## src/rtl/step_selector_sync.sv

```systemverilog
// -----------------------------------------------------------------------------
// step_selector_sync
//
// Turns a bank of raw mechanical switches into a committed "step count" for a
// downstream step generator. Each switch is synchronised, the whole vector is
// debounced as one word, the winning switch is priority-encoded into a step
// count, and that count is only committed while the step generator is not busy.
//
// Ports
//   clk            in   system clock, all logic on the rising edge
//   rst_n          in   synchronous active-low reset
//   sw             in   [N_SW]   raw asynchronous switch levels
//   busy           in   downstream generator mid-sequence; commits are held off
//   steps          out  [STEP_W] committed step count, 0..N_SW
//   steps_valid    out  committed step count is non-zero
//   steps_changed  out  one-cycle pulse on the edge steps takes a new value
//   pending        out  a debounced selection differs from steps, held by busy
//   multi_sel      out  more than one debounced switch on at the last commit
//
// Parameters
//   N_SW             number of switches, 1..15
//   STEP_W           output width, at least clog2(N_SW+1)
//   DEBOUNCE_CYCLES  stable cycles required before a new vector is accepted
//   PRIORITY_HIGH    1: highest set switch wins, 0: lowest set switch wins
// -----------------------------------------------------------------------------
module step_selector_sync #(
   parameter int N_SW            = 10,
   parameter int STEP_W          = 4,
   parameter int DEBOUNCE_CYCLES = 1000000,
   parameter int PRIORITY_HIGH   = 1
) (
   input  logic              clk,
   input  logic              rst_n,
   input  logic [N_SW-1:0]   sw,
   input  logic              busy,
   output logic [STEP_W-1:0] steps,
   output logic              steps_valid,
   output logic              steps_changed,
   output logic              pending,
   output logic              multi_sel
);

   // Counter only has to reach DEBOUNCE_CYCLES-1; keep at least one bit so a
   // debounce of a single cycle still elaborates.
   localparam int               CNT_W   = (DEBOUNCE_CYCLES > 1) ? $clog2(DEBOUNCE_CYCLES) : 1;
   localparam logic [CNT_W-1:0] CNT_MAX = CNT_W'(DEBOUNCE_CYCLES - 1);

   typedef enum logic {
      IDLE,
      HOLD
   } state_t;

   // --------------------------------------------------------------------------
   // Two-flop synchroniser, one chain per switch bit.
   // --------------------------------------------------------------------------
   logic [N_SW-1:0] s1;
   logic [N_SW-1:0] s2;

   // NOTE: every clocked register below is assigned with <= so all flops see
   // the pre-edge values of their neighbours; a blocking = here would collapse
   // the two synchroniser stages into one.
   always_ff @(posedge clk) begin
      if (!rst_n) begin
         s1 <= '0;
         s2 <= '0;
      end else begin
         s1 <= sw;
         s2 <= s1;
      end
   end

   // --------------------------------------------------------------------------
   // Vector-wide debounce. cand tracks the most recent synchronised vector; any
   // difference restarts the count, so only a vector that has been steady for
   // DEBOUNCE_CYCLES edges is copied into deb. Once saturated, deb is reloaded
   // with the same value every edge, which changes nothing.
   // --------------------------------------------------------------------------
   logic [N_SW-1:0]  cand;
   logic [N_SW-1:0]  deb;
   logic [CNT_W-1:0] cnt;

   always_ff @(posedge clk) begin
      if (!rst_n) begin
         cand <= '0;
         deb  <= '0;
         cnt  <= '0;
      end else if (s2 != cand) begin
         cand <= s2;
         cnt  <= '0;
      end else if (cnt != CNT_MAX) begin
         cnt <= cnt + CNT_W'(1);
      end else begin
         deb <= cand;
      end
   end

   // --------------------------------------------------------------------------
   // Priority encoder: index+1 of the winning switch, 0 when nothing is on.
   // The loop walks towards the winning end so the last hit is the winner.
   // --------------------------------------------------------------------------
   function automatic logic [STEP_W-1:0] encode(input logic [N_SW-1:0] v);
      logic [STEP_W-1:0] r;
      // NOTE: r gets a value before any conditional write; without that first
      // assignment the combinational result would need memory and infer a latch.
      r = '0;
      for (int i = 0; i < N_SW; i++) begin
         if (PRIORITY_HIGH != 0) begin
            if (v[i]) r = STEP_W'(i + 1);
         end else begin
            if (v[N_SW-1-i]) r = STEP_W'(N_SW - i);
         end
      end
      return r;
   endfunction

   logic [STEP_W-1:0] enc;
   logic              deb_multi;

   always_comb begin
      enc       = encode(deb);
      // Clearing the lowest set bit leaves something only if two or more were set.
      deb_multi = (deb & (deb - N_SW'(1))) != '0;
   end

   // --------------------------------------------------------------------------
   // Commit FSM. Whenever busy is low the current encoder value is committed,
   // which also refreshes steps_valid and multi_sel from the same deb. While
   // busy is high steps is frozen; HOLD (and pending) marks that the frozen
   // value is stale. HOLD always commits the encoder value present at release,
   // not the one that caused the hold, and falls back to IDLE silently if the
   // selection returns to the committed value first.
   // --------------------------------------------------------------------------
   state_t state;

   always_ff @(posedge clk) begin
      if (!rst_n) begin
         state         <= IDLE;
         steps         <= '0;
         steps_valid   <= 1'b0;
         steps_changed <= 1'b0;
         pending       <= 1'b0;
         multi_sel     <= 1'b0;
      end else begin
         steps_changed <= 1'b0;
         if (!busy) begin
            steps         <= enc;
            steps_valid   <= deb != '0;
            multi_sel     <= deb_multi;
            steps_changed <= enc != steps;
            pending       <= 1'b0;
            state         <= IDLE;
         end else begin
            case (state)
               IDLE: begin
                  if (enc != steps) begin
                     state   <= HOLD;
                     pending <= 1'b1;
                  end
               end
               HOLD: begin
                  if (enc == steps) begin
                     state   <= IDLE;
                     pending <= 1'b0;
                  end
               end
               default: begin
                  state   <= IDLE;
                  pending <= 1'b0;
               end
            endcase
         end
      end
   end

endmodule

```

## config.mk

```make
export PLATFORM = sky130hd
export DESIGN_NAME = step_selector_sync
export DESIGN_NICKNAME = d
export VERILOG_FILES = /design/src/rtl/step_selector_sync.sv
export SDC_FILE = /design/constraint.sdc
export NUM_CORES = 1
export LEC_CHECK = 0
export CORE_ASPECT_RATIO = 0.6
export CORE_MARGIN = 2
export CORE_UTILIZATION = 60
export CTS_BUF_LIST = sky130_fd_sc_hd__clkbuf_16
export DETAILED_ROUTE_END_ITERATION = 10
export GPL_TIMING_DRIVEN = 0
export HOLD_SLACK_MARGIN = 0.08
export PLACE_DENSITY_LB_ADDON = 0.15
export SYNTH_ARGS = -nofsm -noshare
export SYNTH_HDL_FRONTEND = slang
export SYNTH_SLANG_ARGS = --single-unit
```

## constraint.sdc

```tcl
create_clock -name clk -period 2.9 [get_ports clk]
set_input_delay 0.725 -clock clk [delete_from_list [all_inputs] [get_ports clk]]
set_output_delay 0.725 -clock clk [all_outputs]
set_load 0.01 [all_outputs]
```

Run 1, nets reached from selected ports:
Bar = 20 um.
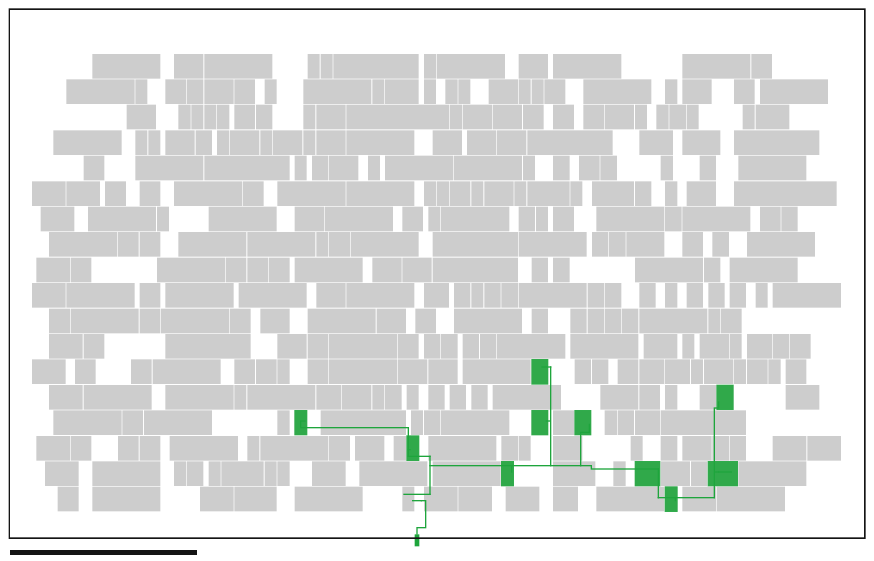
- `busy`: green (direction input; edge bottom; end cells 10; buffers 1; wire 95.4 um)
I/O Pins: 21
Port Buffer Count: 19

Run 1, supply network:
Bar = 20 um. Pins as bars on the die edge. Tap cells in gray.
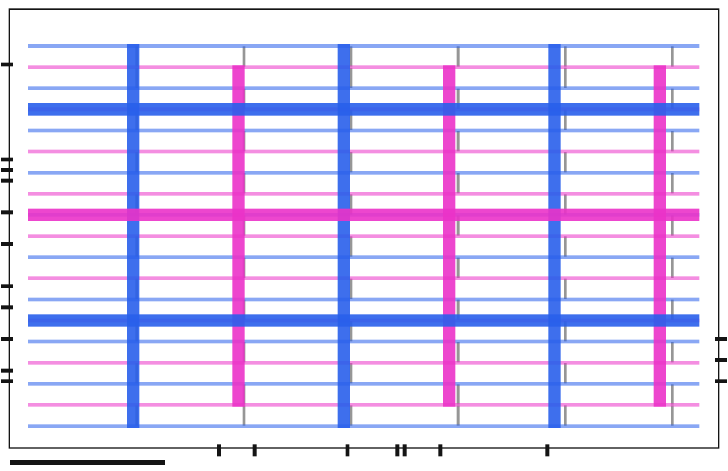
- VDD: magenta
- VSS: blue
- met4 straps: 6
- signal pins: 21
vertical die dimension: 56.32 um
placeable core area: 4234 um2
floorplan die width: 91.21 um
maximum vdd drop: 0.3875 mV

Run 1, cells colored by class:
Fill, decap, tap and diode cells in gray.
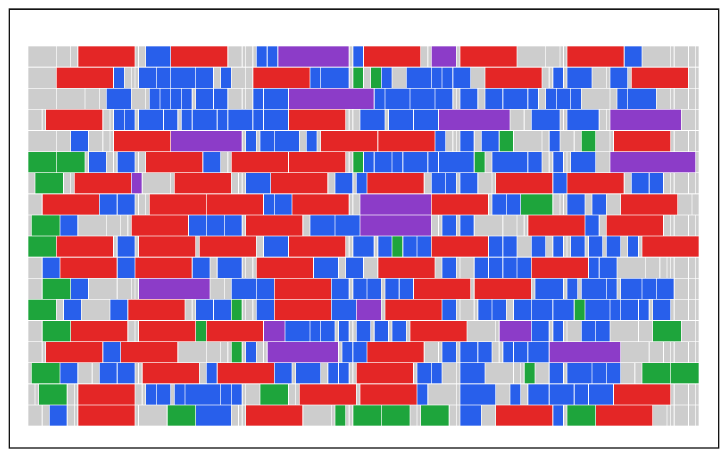
- remaining buffers and delay cells: green (cells 33)
- registers: red (cells 69)
- clock drivers and dummy loads: purple (cells 16)
- remaining logic cells: blue (cells 218)
share of the final layout cell area in sequential cells: 41.50%
post-layout instance area: 3328 um2
utilization of the core after routing: 78.61%
count of standard-cell rows: 18

==> Table 3: Implementation characteristics, run 1 <==
Characteristics after synthesis and place and route

Parameter                              Value

Yosys
  Syn_nets    roughly 320
  Synthesized-area fraction occupied by xor and xnor cells    about 8.6%
  Area fraction in compound gates after synthesis    10.97%
  MUX area fraction    0%
  Cell total in the yosys stat output    301
  Adder and majority gate portion of the synthesized area    1.371%
  Synthesized instance count    between 300 and 400
  Synth unique cells    40
  Synth warnings    0
  Post-synthesis area per instance    between 9 and 10 um2
  Sequential share of the synthesized area    50.46%
  Simple Share, Synth    25.32%
  Yosys reg bits    69
  Area of the mapped netlist    2738 um2
  Post-synth area from yosys stat    2738 um2
  Top non-seq family    simple AND/OR/NAND/NOR gates

Final timing
  Worst-case headroom to the max-slew limit    between 50% and 60%
  Worst Hold Slack    0.4302 ns
  Worst-case clock skew    0.007257 ns
  Number of endpoints failing setup at the final stage    0
  Unrepaired setup endpoints after global routing    no
  Hold Vio Cnt, Final    0
  Max Slew Vio Count    0
  Min Tclk post-route    between 2 and 2.5 ns
  Fin crit share    80.88%
  Top achievable clock speed    ~430 MHz
  Setup total negative slack    0 ns
  Final setup margin    0.5545 ns
  Actual transition at the worst max-transition pin    around 0.61 ns

Setup path
  Top cell family by delay on the critical path    simple AND/OR/NAND/NOR gates
  Cell type of the slowest stage on the worst timing path    sky130_fd_sc_hd__nor4_1
  Critical Path Source Type    register
  Critical path buffer and inverter count    1
  Stage delay of the slowest cell on the critical path    about 0.59 ns
  Beginning of the worst register-to-register path    deb[4]
  Worst endpoint data arrival time    approximately 2.6 ns
  Critical path peak fanout    8
  Capturing instance or port of the critical path    pending
  Worst R2R Setup Slack    0.55 ns
  Critical path depth in cells    9
  Data required time at the worst endpoint    3.12 ns
  Most frequent CP cell    sky130_fd_sc_hd__nor2_1
  Worst Setup End Kind    register
  Cells along the critical path    clkbuf_1 > nor4_1 > xnor2_1 > o31ai_2 > nand3_1 > ha_1 > nor2_1 > a21oi_1 > nor2_1
  Path type of the worst setup path    register to register
  Worst r2r dst    pending
  Register-to-Register Path Depth    9
  CP startpoint    deb[4]

Routing
  Post-detailed-routing wire length    5736 um
  Initial detailed-routing violation count    218
  Final ANT Viol Nets    0
  Via density per instance    about 5.5
  Pre-Repair DR Iteration Count    4
  DRC violations left    0
  Average wire per cell in the routed design    14.48 um
  Overall via count from detail_route    2160

Placed design
  Post-placement setup slack    0.5906 ns
  Total placed instance area    roughly 3000 um2
  Half-perimeter wire length of the detailed placement result    3593 um
  Last weighted congestion value of the routability-driven placer    0.8837

Finish
  Area delta synth->final    21.57%
  Share of final-layout standard cells stronger than drive strength 1    7.143%
  Ant diodes    0
  Number of fillers in the final layout    285
  Post-layout nets    ~350

Clocking
  CTS Sinks    a little under 70
  Number of CTS-inserted buffers    9
  Clock latency of the later-clocked register in the worst-skew pair    0.33 ns
  Hold-fix buffer count after cts    0
  Clock root buffer master    sky130_fd_sc_hd__clkbuf_16
  Clock-pin slew reported for the worst setup and hold paths after clock tree synthesis    0.06 ns
  Maximum buffer depth of the clock tree    2
  Htree depth    3
  Buffers inserted by post-CTS timing repair    0
  Post-cts sizing count    0
  CTS tree    yes

Hold path
  Terminating pin of the worst hold path    s2[4]
  Startpoint of the worst hold path    s1[4]
  Worst hold path type    register to register
  Worst Hold Depth    1

Power and ir drop
  Pwr dens    674.5 nW/um2
  Reported leakage power    ~1.2 nW

Job
  Tally of max-capacitance violations    0
  Tool warnings    27

GRT
  Initial antenna violation count    0
  First-pass GRT wire length    10030 um
  Vias in the first global route    about 2100
  Maximum number of pins on one net before global-route repair    14
  Tot GR Track Use    25.48%
  Total congestion overflow    0

Floorplanning
  Chip Footprint    5137 um2
  Effective utilization at floorplan    64.66%

Outcome
  Run status    finished, final reports clean
-- run 1: area by class of cell --
cell class | instances | area (um2) | area share [%]
Multi-Input combinational cell | 211 | 1267 | 38.08
Sequential cell | 69 | 1381 | 41.50
Tap cell | 60 | 75.07 | 2.256
Inverter | 7 | 26.28 | 0.7895
Timing Repair Buffer | 19 | 190.2 | 5.714
Clock buffer | 9 | 225.2 | 6.767
Buffer | 14 | 62.56 | 1.880
Clock inverter | 7 | 100.1 | 3.008
-- run 1: power by group --
group | total (mW) | leakage [nW] | switching (mW) | internal [mW]
clock | 1.17 | 0.159 | 0.414 | 0.757
combinational | 0.0927 | 0.446 | 0.0500 | 0.0427
sequential | 0.981 | 0.562 | 0.0117 | 0.969
-- run 1: cells in the final DEF, fill, tap and decap left out, drive strengths merged, types with 3 or more instances in the layout --
master         synthesis  final
nand3                 15     15
clkdlybuf4s50          0     19
xor2                   6      6
a21oi                 22     22
inv                    7      9
ha                     3      3
buf                    3      3
nand2                 18     18
nand4                  7      7
o31ai                  3      3
and2                  32     32
clkbuf                11     20
and4                   3      3
nor4                   3      3
o21ai                 13     13
o22ai                  3      3
xnor2                 21     21
nor3                   6      6
nor2                  35     35
dfxtp                 69     69
-- run 1: layer usage --
metal | share of wire, % | global-route usage [%] | wire (um) | up-vias
met4 | 2.0 | 11.26 | 114 | 0
met5 | 0 | 0 | 0 | -
li1 | - | - | - | 1089
met2 | 43 | 36.19 | 2476 | 63
met3 | 6.2 | 8.859 | 355 | 11
met1 | 49 | 35.10 | 2790 | 997
-- run 1: synth_stat cells (all sizes together) --
library cell,number,area (um2)
dfxtp,69,1381
nor2,35,131.4
and2,32,200.2
a21oi,22,110.1
xnor2,21,183.9
nand2,18,67.56
nand3,15,75.07
o21ai,13,65.06
clkbuf,11,41.29
inv,7,26.28
nand4,7,43.79
nor3,6,40.04
xor2,6,52.55
and4,3,26.28
buf,3,21.27
ha,3,37.54
nor4,3,18.77
o22ai,3,18.77
o31ai,3,27.52
a41oi,2,17.52
and3,2,12.51
nand3b,2,15.01
o21a,2,15.01
or3,2,17.52
a211oi,1,12.51
a221oi,1,8.760
a222oi,1,10.01
a311oi,1,8.760
a31oi,1,6.260
nand2b,1,6.260
nor2b,1,6.260
nor4b,1,8.760
nor4bb,1,10.01
or2,1,6.260
or4,1,7.510
-- run 1: cell families after synthesis --
family / Yosys count
AND/OR/NAND/NOR: 131
adder cells (fa/ha/maj): 3
AND-OR/OR-AND: 50
buffers and inverters: 21
flip-flops: 69
XOR/XNOR: 27
-- run 1: flip-flops by register name (all words and copies together), names as in the netlist --
name	cells
steps_changed	1
steps	4
s1	10
multi_sel	1
cand	10
deb	10
state	1
cnt	20
steps_valid	1
pending	1
s2	10
-- run 1: metrics by stage --
step	std cells	util (%)	total power [mW]
floorplan	301	-	1.052
global placement	380	70.92	1.088
detailed placement	380	70.92	1.090
CTS	396	78.61	2.258
global route	396	78.61	2.324
finish	396	78.61	2.245
Run 1, cell outlines without signal wires:
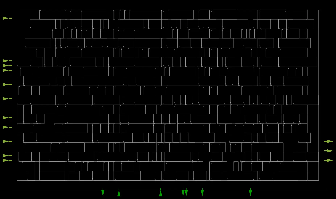

## Run 2: what changed since run 1
CORE_UTILIZATION = 57   (was 60)
clock period = 2.2 ns   (was 2.9 ns; I/O delays follow)
Run 2, cell outlines without signal wires:
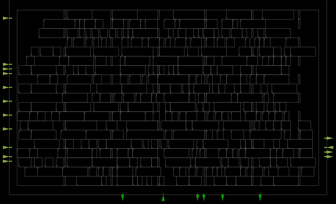
count of non-filler cells in the finished layout: 398
number of tap cells added at floorplan: 63
share of the final layout cell area in sequential cells: 41.59%
number of fillers in the final layout: 352
total number of sequential cells: 69

==> run 2 against run 1 <==
Sequential power rose by 31%. Wire length fell by 6.4%. Sequential cell count did not move. Critical path type unchanged. Design area barely moved. Hold slack barely moved. Clock skew fell by 0.0020 ns.
==> Table 3: Implementation characteristics, run 2 <==
Characteristics after synthesis and place and route

Parameter                              Value

Routing
  Overall via count from detail_route    2104 (-2.6%)
  Average wire per cell in the routed design    13.49 um (-6.9%)
  Final ANT Viol Nets    0 (unchanged)
  Post-detailed-routing wire length    5370 um (-6.4%)
  Via density per instance    5.286 (-3.1%)
  Pre-Repair DR Iteration Count    4 (unchanged)
  Initial detailed-routing violation count    106 (-51%)
  DRC violations left    0 (unchanged)

Floorplanning
  Floorplan die width    93.47 um (+2.5%)
  Effective utilization at floorplan    59.67% (-5.0 points)
  Vertical die dimension    57.68 um (+2.4%)
  Count of standard-cell rows    19 (+1)
  I/O Pins    21 (unchanged)
  Chip Footprint    5391 um2 (+5.0%)
  Placeable core area    4588 um2 (+8.4%)

Final timing
  Min Tclk post-route    1.996 ns (-0.3498 ns)
  Actual transition at the worst max-transition pin    0.5135 ns (-0.09842 ns)
  Worst-case clock skew    0.005290 ns (-0.001967 ns)
  Fin crit share    90.71% (+9.8 points)
  Final setup margin    0.2043 ns (-0.3502 ns)
  Number of endpoints failing setup at the final stage    0 (unchanged)
  Worst-case headroom to the max-slew limit    65.77% (+6.9 points)
  Hold Vio Cnt, Final    0 (unchanged)
  Max Slew Vio Count    0 (unchanged)
  Top achievable clock speed    501.1 MHz (+18%)
  Worst Hold Slack    0.4303 ns (+0.0001120 ns)

Yosys
  Post-synthesis area per instance    9.095 um2 (unchanged)
  Cell total in the yosys stat output    301 (unchanged)
  Synth unique cells    40 (unchanged)
  Top post-synthesis cells by count    sky130_fd_sc_hd__dfxtp_1, sky130_fd_sc_hd__nor2_1, sky130_fd_sc_hd__and2_1
  Most frequently used flop master after synthesis    sky130_fd_sc_hd__dfxtp_1
  Leading cell types by total area after synthesis    sky130_fd_sc_hd__dfxtp_1, sky130_fd_sc_hd__and2_1, sky130_fd_sc_hd__xnor2_1
  Area of the mapped netlist    2738 um2 (unchanged)
  Count of library flops with an enable pin    0 (unchanged)
  Syn_nets    317 (unchanged)
  Yosys reg bits    69 (unchanged)
  Share of flip-flops with an asynchronous set or reset after synthesis    0% (unchanged)
  Area fraction of the dominant cell type after synthesis    50.46% (unchanged)
  Post-synth area from yosys stat    2738 um2 (unchanged)
  Synth warnings    0 (unchanged)
  Sequential share of the synthesized area    50.46% (unchanged)
  Leading area contributor after synthesis    sky130_fd_sc_hd__dfxtp_1
  Top-count cell post-synth    sky130_fd_sc_hd__dfxtp_1

Setup path
  Critical path peak fanout    6 (-2)
  Worst endpoint data arrival time    2.22 ns (-0.35 ns)
  Stage delay of the slowest cell on the critical path    0.42 ns (-0.17 ns)
  Data required time at the worst endpoint    2.42 ns (-0.70 ns)
  Critical Path Source Type    register
  Cell type of the slowest stage on the worst timing path    sky130_fd_sc_hd__dfxtp_1
  Critical path buffer and inverter count    0 (-1)
  Path type of the worst setup path    register to register
  Worst Setup End Kind    register
  Cells along the critical path    nor2_1 > a221oi_1 > o31ai_2 > xor2_1 > nand3_1 > ha_1 > nor2_1 > a21oi_1 > nor2_1
  Top cell family by delay on the critical path    AND-OR/OR-AND gates

GRT
  GR met2 Demand/Resource    31.65% (-4.5 points)
  Maximum number of pins on one net before global-route repair    14 (unchanged)
  Global routing's busiest layer    met2
  Global-route track usage on met1    31.64% (-3.5 points)
  First-pass GRT wire length    9032 um (-10%)
  GR met3 Demand/Resource    9.103% (+0.24 points)
  Total congestion overflow    0 (unchanged)
  Vias in the first global route    1933 (-8.2%)
  Tot GR Track Use    22.25% (-3.2 points)

Finish
  Area delta synth->final    21.53% (about the same)
  Most flops, register    cnt
  Top cell excl fill/tap    sky130_fd_sc_hd__dfxtp_1
  Post-layout nets    346 (-0.29%)
  Utilization of the core after routing    72.51% (-6.1 points)
  Largest register FFs    20 (unchanged)
  Share of final-layout standard cells stronger than drive strength 1    8.955% (+1.8 points)
  Post-layout instance area    3327 um2 (about the same)
  Ant diodes    0 (unchanged)
  Most frequent logic cells in the routed design    sky130_fd_sc_hd__dfxtp_1, sky130_fd_sc_hd__nor2_1, sky130_fd_sc_hd__and2_1

Clocking
  Maximum buffer depth of the clock tree    2 (unchanged)
  Hold-fix buffer count after cts    0 (unchanged)
  Clock root buffer master    sky130_fd_sc_hd__clkbuf_16
  CTS tree    yes
  Clock-pin slew reported for the worst setup and hold paths after clock tree synthesis    0.06 ns (about the same)
  Buffers inserted by post-CTS timing repair    0 (unchanged)
  Number of CTS-inserted buffers    9 (unchanged)
  Clock latency of the later-clocked register in the worst-skew pair    0.33 ns (about the same)
  Htree depth    3 (unchanged)
  CTS Sinks    69 (unchanged)

Power and ir drop
  Reported leakage power    1.163 nW (-0.31%)
  Psw    613.8 uW (+29%)
  Switching share of total power    21.71% (+0.53 points)
  Sequential fraction of design power    45.7% (+2.0 points)
  Clock group share of total power    50.0% (-2.2 points)
  Maximum vdd drop    0.5666 mV (+46%)
  Pwr dens    849.8 nW/um2 (+26%)
  Internal Power    2.213 mW (+25%)

Outcome
  Run status    finished, final reports clean

Placed design
  Half-perimeter wire length of the detailed placement result    3571 um (-0.60%)
  Port Buffer Count    19 (unchanged)
  Total placed instance area    3007 um2 (+0.12%)
  Last weighted congestion value of the routability-driven placer    0.8483 (-4.0%)
  Post-placement setup slack    -0.08330 ns (-0.6739 ns)
  Instance count after placement with tap cells included    383 (+0.79%)

Job
  Tally of max-capacitance violations    0 (unchanged)
  Tool warnings    27 (unchanged)

Hold path
  Worst hold path type    register to register
Run 2, nets reached from selected ports:
Bar = 20 um.
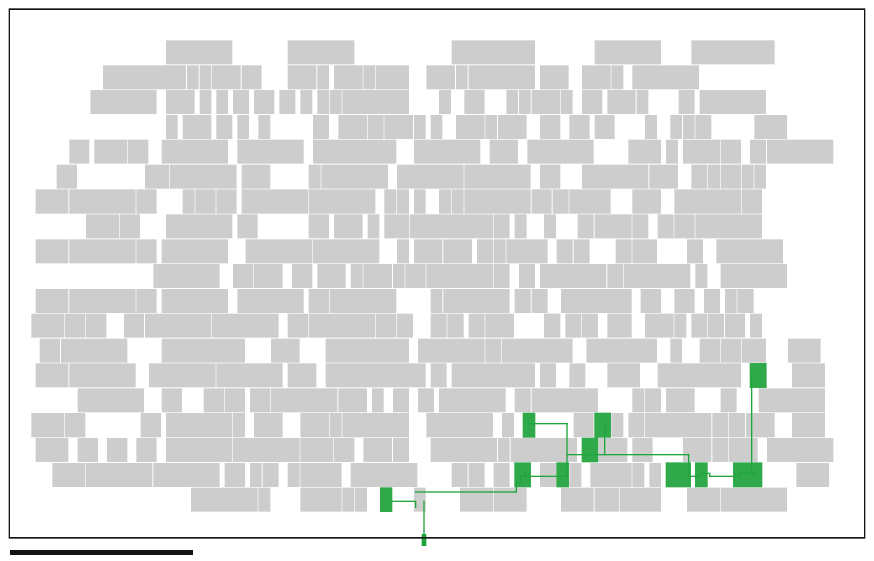
- `busy`: green (direction input; edge bottom; end cells 10; buffers 1; wire 74.2 um)

## run 2: netlist changes by cell type in the layout (fill, tap and decap cells not counted), sizes merged
cell    change
bufinv      -1
clkbuf      -1
clkinv      +2
inv         -1
## run 2: final cells by class
cell class / count / area [um2]
plain buffers: 13 / 58.81
clock buffers: 9 / 225.2
clock inverters: 7 / 73.82
fillers: 352 / 1261
inverters: 7 / 26.28
multi-input cells: 211 / 1290
flip-flops and latches: 69 / 1384
well taps: 63 / 78.83
repair buffers: 19 / 190.2
## run 2: kinds of logic after synthesis
logic type                 count (synthesis)  share of synthesized area (%)
AOI/OAI and AO/OA                         50                          10.97
DFF                                       69                          50.46
adders and majority gates                  3                          1.371
and+or+nand+nor                          131                          25.32
xor gates and xnor gates                  27                          8.638
buffers and inverters                     21                          3.245
## run 2: timing repair
action | CTS | global route
endpoints found under the setup margin | 1 | 1
gates resized | 1 | 5
gates cloned | 0 | 0
## run 2: stage by stage
| step | setup TNS, ns | power, mW |
|---|---|---|
| final | 0 | 2.827 |
| after global routing | -0.05666 | 2.927 |
| after floorplan | 0 | 1.387 |
| after detailed placement | -0.08330 | 1.436 |
| after CTS | 0 | 2.847 |
| after global placement | -0.05210 | 1.434 |
## run 2: worst paths after layout
kind	cells past startpoint	start	to	slack [ns]
worst max-delay path	9	deb[2]	pending	0.20
worst min-delay path	1	s1[9]	s2[9]	0.43
worst max register to register	9	deb[2]	pending	0.20
worst min register to register	1	s1[9]	s2[9]	0.43
## run 2: metal layers
metal	wire length [um]	vias up	share of wire [%]
met4	47	0	0.88
met1	2759	954	51
met2	2212	53	41
met5	0	-	0
li1	-	1092	-
met3	350	5	6.5
## run 2: worst register-to-register path, stage by stage (launching register included)
cell,delay [ns]
sky130_fd_sc_hd__dfxtp_1,0.42
sky130_fd_sc_hd__nor2_1,0.08
sky130_fd_sc_hd__a221oi_1,0.38
sky130_fd_sc_hd__o31ai_2,0.12
sky130_fd_sc_hd__xor2_1,0.18
sky130_fd_sc_hd__nand3_1,0.17
sky130_fd_sc_hd__ha_1,0.34
sky130_fd_sc_hd__nor2_1,0.04
sky130_fd_sc_hd__a21oi_1,0.11
sky130_fd_sc_hd__nor2_1,0.05
## run 2: power by group through the flow
stage / Combinational (mW) / Sequential, mW / Clock, mW
2_1_floorplan: 0.0700 / 1.32 / 0
3_3_place_gp: 0.116 / 1.32 / 0
3_5_place_dp: 0.117 / 1.32 / 0
4_1_cts: 0.120 / 1.29 / 1.43
5_1_grt: 0.136 / 1.29 / 1.50
6_report: 0.120 / 1.29 / 1.41
## Run 3: what changed since run 2
CTS_CLUSTER_DIAMETER = 200   (was unset)
Run 3, cells colored by class:
Fill, decap, tap and diode cells in gray.
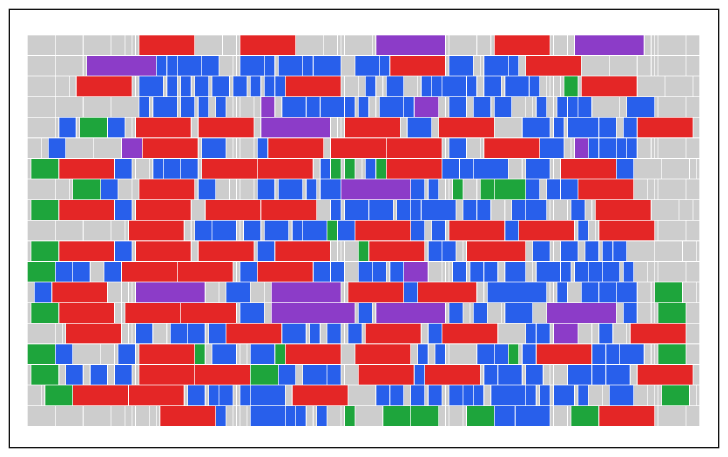
- remaining buffers and delay cells: green (cells 32)
- remaining logic cells: blue (cells 218)
- clock drivers and dummy loads: purple (cells 16)
- registers: red (cells 69)
placeable core area: 4588 um2
post-layout instance area: 3327 um2
utilization of the core after routing: 72.51%

Run 3, wire density map:
19 x 12 tiles, from dark blue (low) to red (high), scaled to the fullest tile. Values are wire area over tile area, all layers added.
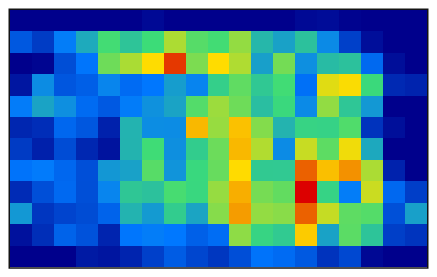
- mean over tiles: 0.16
- emptiest ninth of the die: lower left
- nearly empty tiles: 15%
- densest ninth of the die: center
average wire per cell in the routed design: 13.49 um
post-detailed-routing wire length: 5370 um
overall via count from detail_route: 2104

==> run 3 against run 2 <==
Design area unchanged. Synthesized cell count is the same. Wire length is the same. Maximum frequency unchanged. Cell count stayed put. Sequential power hardly changed. Power stayed put. Global-route usage unchanged. Via count did not move. Sequential share of layout area unchanged.
==> Table 3: Implementation characteristics, run 3 <==
Characteristics after synthesis and place and route

Parameter                              Value

Outcome
  Run status    finished, final reports clean

Setup path
  Data required time at the worst endpoint    2.42 ns (about the same)
  CP startpoint    deb[2]
  Worst r2r dst    pending
  Worst R2R Setup Slack    0.20 ns (about the same)
  Register-to-Register Path Depth    9 (unchanged)
  Critical path depth in cells    9 (unchanged)
  Top cell family by delay on the critical path    AND-OR/OR-AND gates
  Worst endpoint data arrival time    2.22 ns (about the same)
  Critical path peak fanout    6 (unchanged)
  Cell type of the slowest stage on the worst timing path    sky130_fd_sc_hd__dfxtp_1
  Beginning of the worst register-to-register path    deb[2]
  Path type of the worst setup path    register to register

Final timing
  Worst-case headroom to the max-slew limit    65.77% (unchanged)
  Setup total negative slack    0 ns (unchanged)
  Final setup margin    0.2043 ns (unchanged)
  Max Slew Vio Count    0 (unchanged)
  Min Tclk post-route    1.996 ns (unchanged)
  Top achievable clock speed    501.1 MHz (unchanged)
  Hold Vio Cnt, Final    0 (unchanged)

Placed design
  Last weighted congestion value of the routability-driven placer    0.8483 (unchanged)
  Post-placement setup slack    -0.08330 ns (unchanged)

Clocking
  Clock root buffer master    sky130_fd_sc_hd__clkbuf_16
  Htree depth    3 (unchanged)
  Number of CTS-inserted buffers    9 (unchanged)
  CTS tree    yes
  Clock latency of the later-clocked register in the worst-skew pair    0.33 ns (about the same)

Finish
  Post-layout nets    346 (unchanged)
  Most frequent logic cells in the routed design    sky130_fd_sc_hd__dfxtp_1, sky130_fd_sc_hd__nor2_1, sky130_fd_sc_hd__and2_1
  Most flops, register    cnt
  Largest register FFs    20 (unchanged)
  Top cell excl fill/tap    sky130_fd_sc_hd__dfxtp_1
  Ant diodes    0 (unchanged)
  Combined flip-flop and latch cell area    1384 um2 (unchanged)
  Area delta synth->final    21.53% (unchanged)

Yosys
  Area of the mapped netlist    2738 um2 (unchanged)
  Area fraction of the dominant cell type after synthesis    50.46% (unchanged)
  Syn_nets    317 (unchanged)
  Share of flip-flops with an asynchronous set or reset after synthesis    0% (unchanged)
  Yosys reg bits    69 (unchanged)
  Sequential share of the synthesized area    50.46% (unchanged)
  Top post-synthesis cells by count    sky130_fd_sc_hd__dfxtp_1, sky130_fd_sc_hd__nor2_1, sky130_fd_sc_hd__and2_1
  Leading area contributor after synthesis    sky130_fd_sc_hd__dfxtp_1
  Cell total in the yosys stat output    301 (unchanged)

GRT
  Total congestion overflow    0 (unchanged)
  First-pass GRT wire length    9032 um (unchanged)
  Tot GR Track Use    22.25% (unchanged)
  Maximum number of pins on one net before global-route repair    14 (unchanged)

Hold path
  Worst hold path type    register to register
  Worst Hold Depth    1 (unchanged)

Routing
  Final ANT Viol Nets    0 (unchanged)
  Via density per instance    5.286 (unchanged)

Job
  Tally of max-capacitance violations    0 (unchanged)
  Tool warnings    27 (unchanged)

Power and ir drop
  Sequential fraction of design power    45.7% (about the same)
  Pwr dens    849.8 nW/um2 (unchanged)
  Psw    613.8 uW (unchanged)
  Maximum vdd drop    0.5666 mV (unchanged)
  Internal Power    2.213 mW (unchanged)

Floorplanning
  Count of standard-cell rows    19 (unchanged)
  Effective utilization at floorplan    59.67% (unchanged)
  I/O Pins    21 (unchanged)
## run 3: cell counts in the layout (fill, tap and decap cells not counted)
No cell type changed its count.
## run 3: worst min-delay path by stage
| stage | from | endpoint | slack (ns) |
|---|---|---|---|
| after floorplan | s1[0] | s2[0] | 0.41 |
| after global placement | s1[3] | s2[3] | 0.42 |
| after detailed placement | s1[7] | s2[7] | 0.42 |
| after CTS | s1[1] | s2[1] | 0.43 |
| after global routing | s1[1] | s2[1] | 0.45 |
| final | s1[9] | s2[9] | 0.43 |
## run 3: what timing repair did
action / in CTS / in global routing
pin swaps: 0 / 0
endpoints found under the setup margin: 1 / 1
resized: 1 / 5
endpoints found under the hold margin: 0 / 0
## run 3: area by class of cell
class	instances	share of cell area, %
sequential	69	41.59
multi-input combinational	211	38.77
clock buffer	9	6.769
timing repair buffer	19	5.716
tap	63	2.369
clock inverter	7	2.219
buffer	13	1.768
inverter	7	0.7898
## run 3: cell families after synthesis
family                   after synthesis  share of synthesized area (%)
AND/OR/NAND/NOR                      131                          25.32
flip-flops                            69                          50.46
AND-OR/OR-AND                         50                          10.97
XOR/XNOR                              27                          8.638
buffers and inverters                 21                          3.245
adder cells (fa/ha/maj)                3                          1.371
## run 3: power by group through the flow
stage / combinational, mW / clock [mW] / sequential [mW]
after floorplan: 0.0700 / 0 / 1.32
after global placement: 0.116 / 0 / 1.32
after detailed placement: 0.117 / 0 / 1.32
after CTS: 0.120 / 1.43 / 1.29
after global routing: 0.136 / 1.50 / 1.29
final: 0.120 / 1.41 / 1.29
## run 3: layer usage
metal | vias to the layer above | part of all wire, %
li1 | 1092 | -
met2 | 53 | 41
met1 | 954 | 51
met3 | 5 | 6.5
met5 | - | 0
met4 | 0 | 0.88
## run 3: per-stage QoR
step | power, mW | hold WS (ns) | util (%) | std cells
floorplan | 1.387 | 0.4119 | - | 301
global placement | 1.434 | 0.4164 | 65.53 | 383
detailed placement | 1.436 | 0.4177 | 65.53 | 383
CTS | 2.847 | 0.4304 | 72.18 | 399
global route | 2.927 | 0.4484 | 72.51 | 398
finish | 2.827 | 0.4303 | 72.51 | 398
Power is estimated from default activity; no workload was simulated.
